### Sizing map

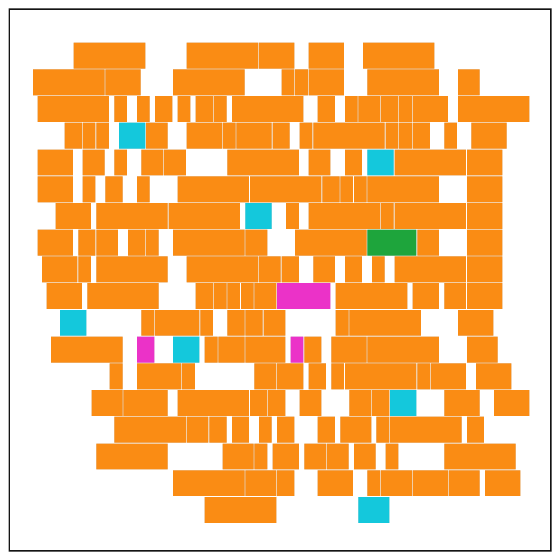
### Clock routing

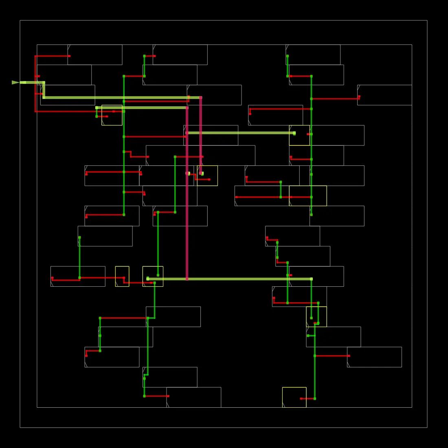
Design qdr_lvds_rx_flat, sky130hd; sources not shown.
==> summary.txt <==
This memo summarizes the results of the implementation run.

Outcome
The run finished with clean final reports.

CTS
The report puts the hold buffer count at CTS at 0. Gates resized during post-CTS repair numbered 0. The H-tree was split into 2 levels.

The clock transition at the registers of the reported paths is 0.11 ns. Looking at the post-CTS report, the setup buffer insertion count equals 0. The clock buffer count from CTS is 5. The TritonCTS clock tree is done.

The root buffer cell is sky130_fd_sc_hd__clkbuf_4. The number of buffers between clock root and the deepest sink is 2.

Setup path
The critical path arrival is 1.67 ns. Along the critical path, the tally of buffer and inverter instances is 1. The type of origin of the critical path is a flop. STA reports a reg2reg setup slack of 3.15 ns. Among all stages on the critical path, the largest delay is contributed by sky130_fd_sc_hd__clkdlybuf4s50_1. The required arrival time at the worst endpoint is 3.92 ns. STA lists the maximum fanout along the critical path as 12. By startpoint and endpoint, the worst setup path is classified as flop to output pin. For the worst flop-to-flop path, the logic depth is 5. The report lists the cells along the critical path as nor2b_1 -> clkdlybuf4s50_1. Among all stages on the critical path, the maximum delay recorded is 0.64 ns. The critical path capture point type is an output pin. The logic depth of the worst path, buffers included is 2.

The family with the most delay on the worst path is buffers and inverters.

Layout
The fraction of final layout cells sized beyond drive strength 1 is 6.01%. The antenna cell count is 0. The finished design was reported to have a net count of 195. The flip-flop count of the largest register after layout is 14.

For this run, the share of the core covered by cells in the final layout is 69.9%. The filler-free cell count of the finished design is 213.

Synth
The largest area contributor in the synthesized netlist is sky130_fd_sc_hd__dfxtp_1. The and-or/or-and share of the synthesized area is 14.5%. The xor and xnor fraction of the mapped netlist area is 1.91%.

The area fraction in mux cells is 0.727%. The chip area from the yosys synthesis statistics is 0.00138 mm^2. In this run the mean area of a mapped cell was 8.88 um^2.

The share of the yosys chip area belonging to registers is 53.8%. Per the post-synthesis report, the nets total 168. For reference, the top cells by area after synthesis are sky130_fd_sc_hd__dfxtp_1 (54%), sky130_fd_sc_hd__nand2_1 (8.5%), sky130_fd_sc_hd__a21oi_1 (8.0%). The number of different library cells used by synthesis comes to 29. The synthesized design contains 37 register bits. The post-synthesis cell area is 0.00138 mm^2.

The top cell type's share of synthesized area is 53.8%. The cell count after synthesis came out at 155. The warning tally printed by Yosys for this design is 0. The yosys stat cell total is 155. The cell-mix breakdown from Yosys lists the simple-gate area share as 22.5%. The adder-cell area share of the yosys netlist is 2.73%. By area, the combinational part of the netlist is dominated by simple AND/OR/NAND/NOR gates.

Final timing
The smallest clock period supported by the final layout is computed as 2.65 ns. Pins over their slew limit in the final report were tallied at 0. Setup repair after global routing left no endpoint under its margin. The achievable frequency is 378 MHz. At the pin with the least slew margin, the transition time is 0.497 ns. The post-route setup TNS is 0 ns. Headroom to the max-slew limit came out at 66.8%. OpenROAD reports that the post-layout worst path occupies 54.0% of the period. Setup violations remaining at the end of the flow were counted as 0. Setup slack on the critical path of the routed design comes to 2.25 ns. The total count of hold-check failures in the final report is 0.

Floorplanning
The height of the die is 55.0 um. The count of pins on the block boundary is 29. The core region is 0.00248 mm^2. The floorplan step set the die width to 55.0 um. Before placement the cells fill 55.6% of the core. The total number of placement rows is 18. The chip area is 0.00302 mm^2.

Drt
The DRC violation count after routing is 0. The antenna violation net count after detailed routing is 0. Dividing the detail-routed wire length by the instance count gives 12.5 um. The number of iterations in the first detailed-routing pass is 4. The iteration-0 DRC count of the detailed router is 17. The number of vias in the routed layout is 1128. In the routed layout, each cell is associated on average with a via count of 5.30.

In the post-route report, total wirelength is listed as 2660 um.

GRT
The number of antenna violations at the first check in global routing came to 0. The global router's overall resource usage is 20.4%. The wire length of the first global-routing pass is 4220 um.

The via count of the first global-routing pass is 1025. The largest net degree at the start of global routing is 37. Recorded from the global router log, the overflow total was 0.

Min path
In the hold timing report, the worst path depth is 2. STA reports the tightest min-delay check as being of type flop to flop.

Placed design
The port buffer count is 28. The weighted congestion reported at the end of routability-driven placement is 0.827. The sum of net half-perimeters after detailed placement is 1840 um. The post-place setup slack is 2.22 ns.

Including well taps, the total number of placed cells is 205.

Pwr
The cell leakage power is 0.635 nW. The power per cell area is 310 mW/mm^2. The worst supply voltage drop on vdd is 246 uV. Power comes to 0.536 mW.

Run
The stage-log warning count is 28. The reported max-cap violation count is 0.
## Picture notes: 'Sizing map'
legend:
  magenta:
    size: _2 cells
    cells: 3
    share: 1.6%
  cyan:
    size: _3 and _4 cells
    cells: 7
    share: 3.8%
  green:
    size: _6 and larger
    cells: 1
    share: 0.55%
  orange:
    size: _0 and _1 cells
    cells: 172
    share: 94%
nonclk buf count: 29
area grow syn2layout: 25.8%

## Picture notes: 'Clock routing'
clock latency of the later-clocked register in the worst-skew pair: 0.34 ns
number of sinks handled by clock tree synthesis: 37
Clk. pwr: 0.171 mW
clock tree skew after final layout: 0.0100 ns
clock buffer instance count of the final layout: 6

metal layers:
| layer | wire (um) | GRT usage (%) | part of all wire (%) |
|---|---|---|---|
| met3 | 207 | 8.06 | 7.8 |
| met2 | 1240 | 34.7 | 46 |
| met4 | 33 | 7.32 | 1.2 |
| met1 | 1180 | 23.0 | 44 |
| met5 | 0 | 0 | 0 |
worst min-delay path, delay by kind of cell (launching register included):
kind / cells / cell delay (ns)
flip-flops: 1 / 0.32
AND/OR/NAND/NOR: 1 / 0.05
AND-OR/OR-AND: 1 / 0.05
cell families (layout without fill, tap and decap cells):
logic type | after synthesis | count (layout)
XOR/XNOR | 3 | 3
multiplexers | 1 | 1
AND/OR/NAND/NOR | 64 | 64
buffers and inverters | 14 | 42
adder cells (fa/ha/maj) | 3 | 3
flip-flops | 37 | 37
AND-OR/OR-AND | 33 | 33
where the power goes:
group	leakage (nW)	switching, mW	internal [mW]
combinational	0.295	0.0238	0.0230
sequential	0.302	0.00889	0.310
clock	0.0382	0.101	0.0699
total	0.635	0.133	0.403
final cells by class:
cell class	instances	area (um^2)
clock buffers	6	51.3
well taps	30	37.5
multi-input cells	104	582
repair buffers	29	288
inverters	5	18.8
flip-flops and latches	37	741
fillers	214	746
clock inverters	2	13.8
per-stage QoR:
step                      instance area, um^2  hold WS, ns
after floorplan                          1380        0.417
after global placement                   1670        0.423
after detailed placement                 1670        0.433
after CTS                                1730        0.448
after global routing                     1730        0.462
final                                    1730        0.446
synth_stat cells, drive strengths merged:
master,number
dfxtp,37
nand2,31
a21oi,22
nor2b,14
clkbuf,7
nor2,6
inv,5
a2111oi,3
ha,3
nand2b,3
o21ai,3
a22oi,2
and2,2
and3,2
buf,2
nand3,2
xor2,2
a211oi,1
and3b,1
mux2i,1
nand4b,1
nor3,1
o2111a,1
o21a,1
or3,1
xnor2,1
layout by cell type (no fill, tap or decap), drive strengths merged, types with 3 or more instances in the layout:
cell and n:
nor2 6, inv 5, dfxtp 37, nand2b 3
clkbuf 6, o21ai 3, nor2b 14, ha 3
clkdlybuf4s50 28, a21oi 22, a2111oi 3, nand2 31
No activity file was given, so power comes from the tool's default toggle rates.
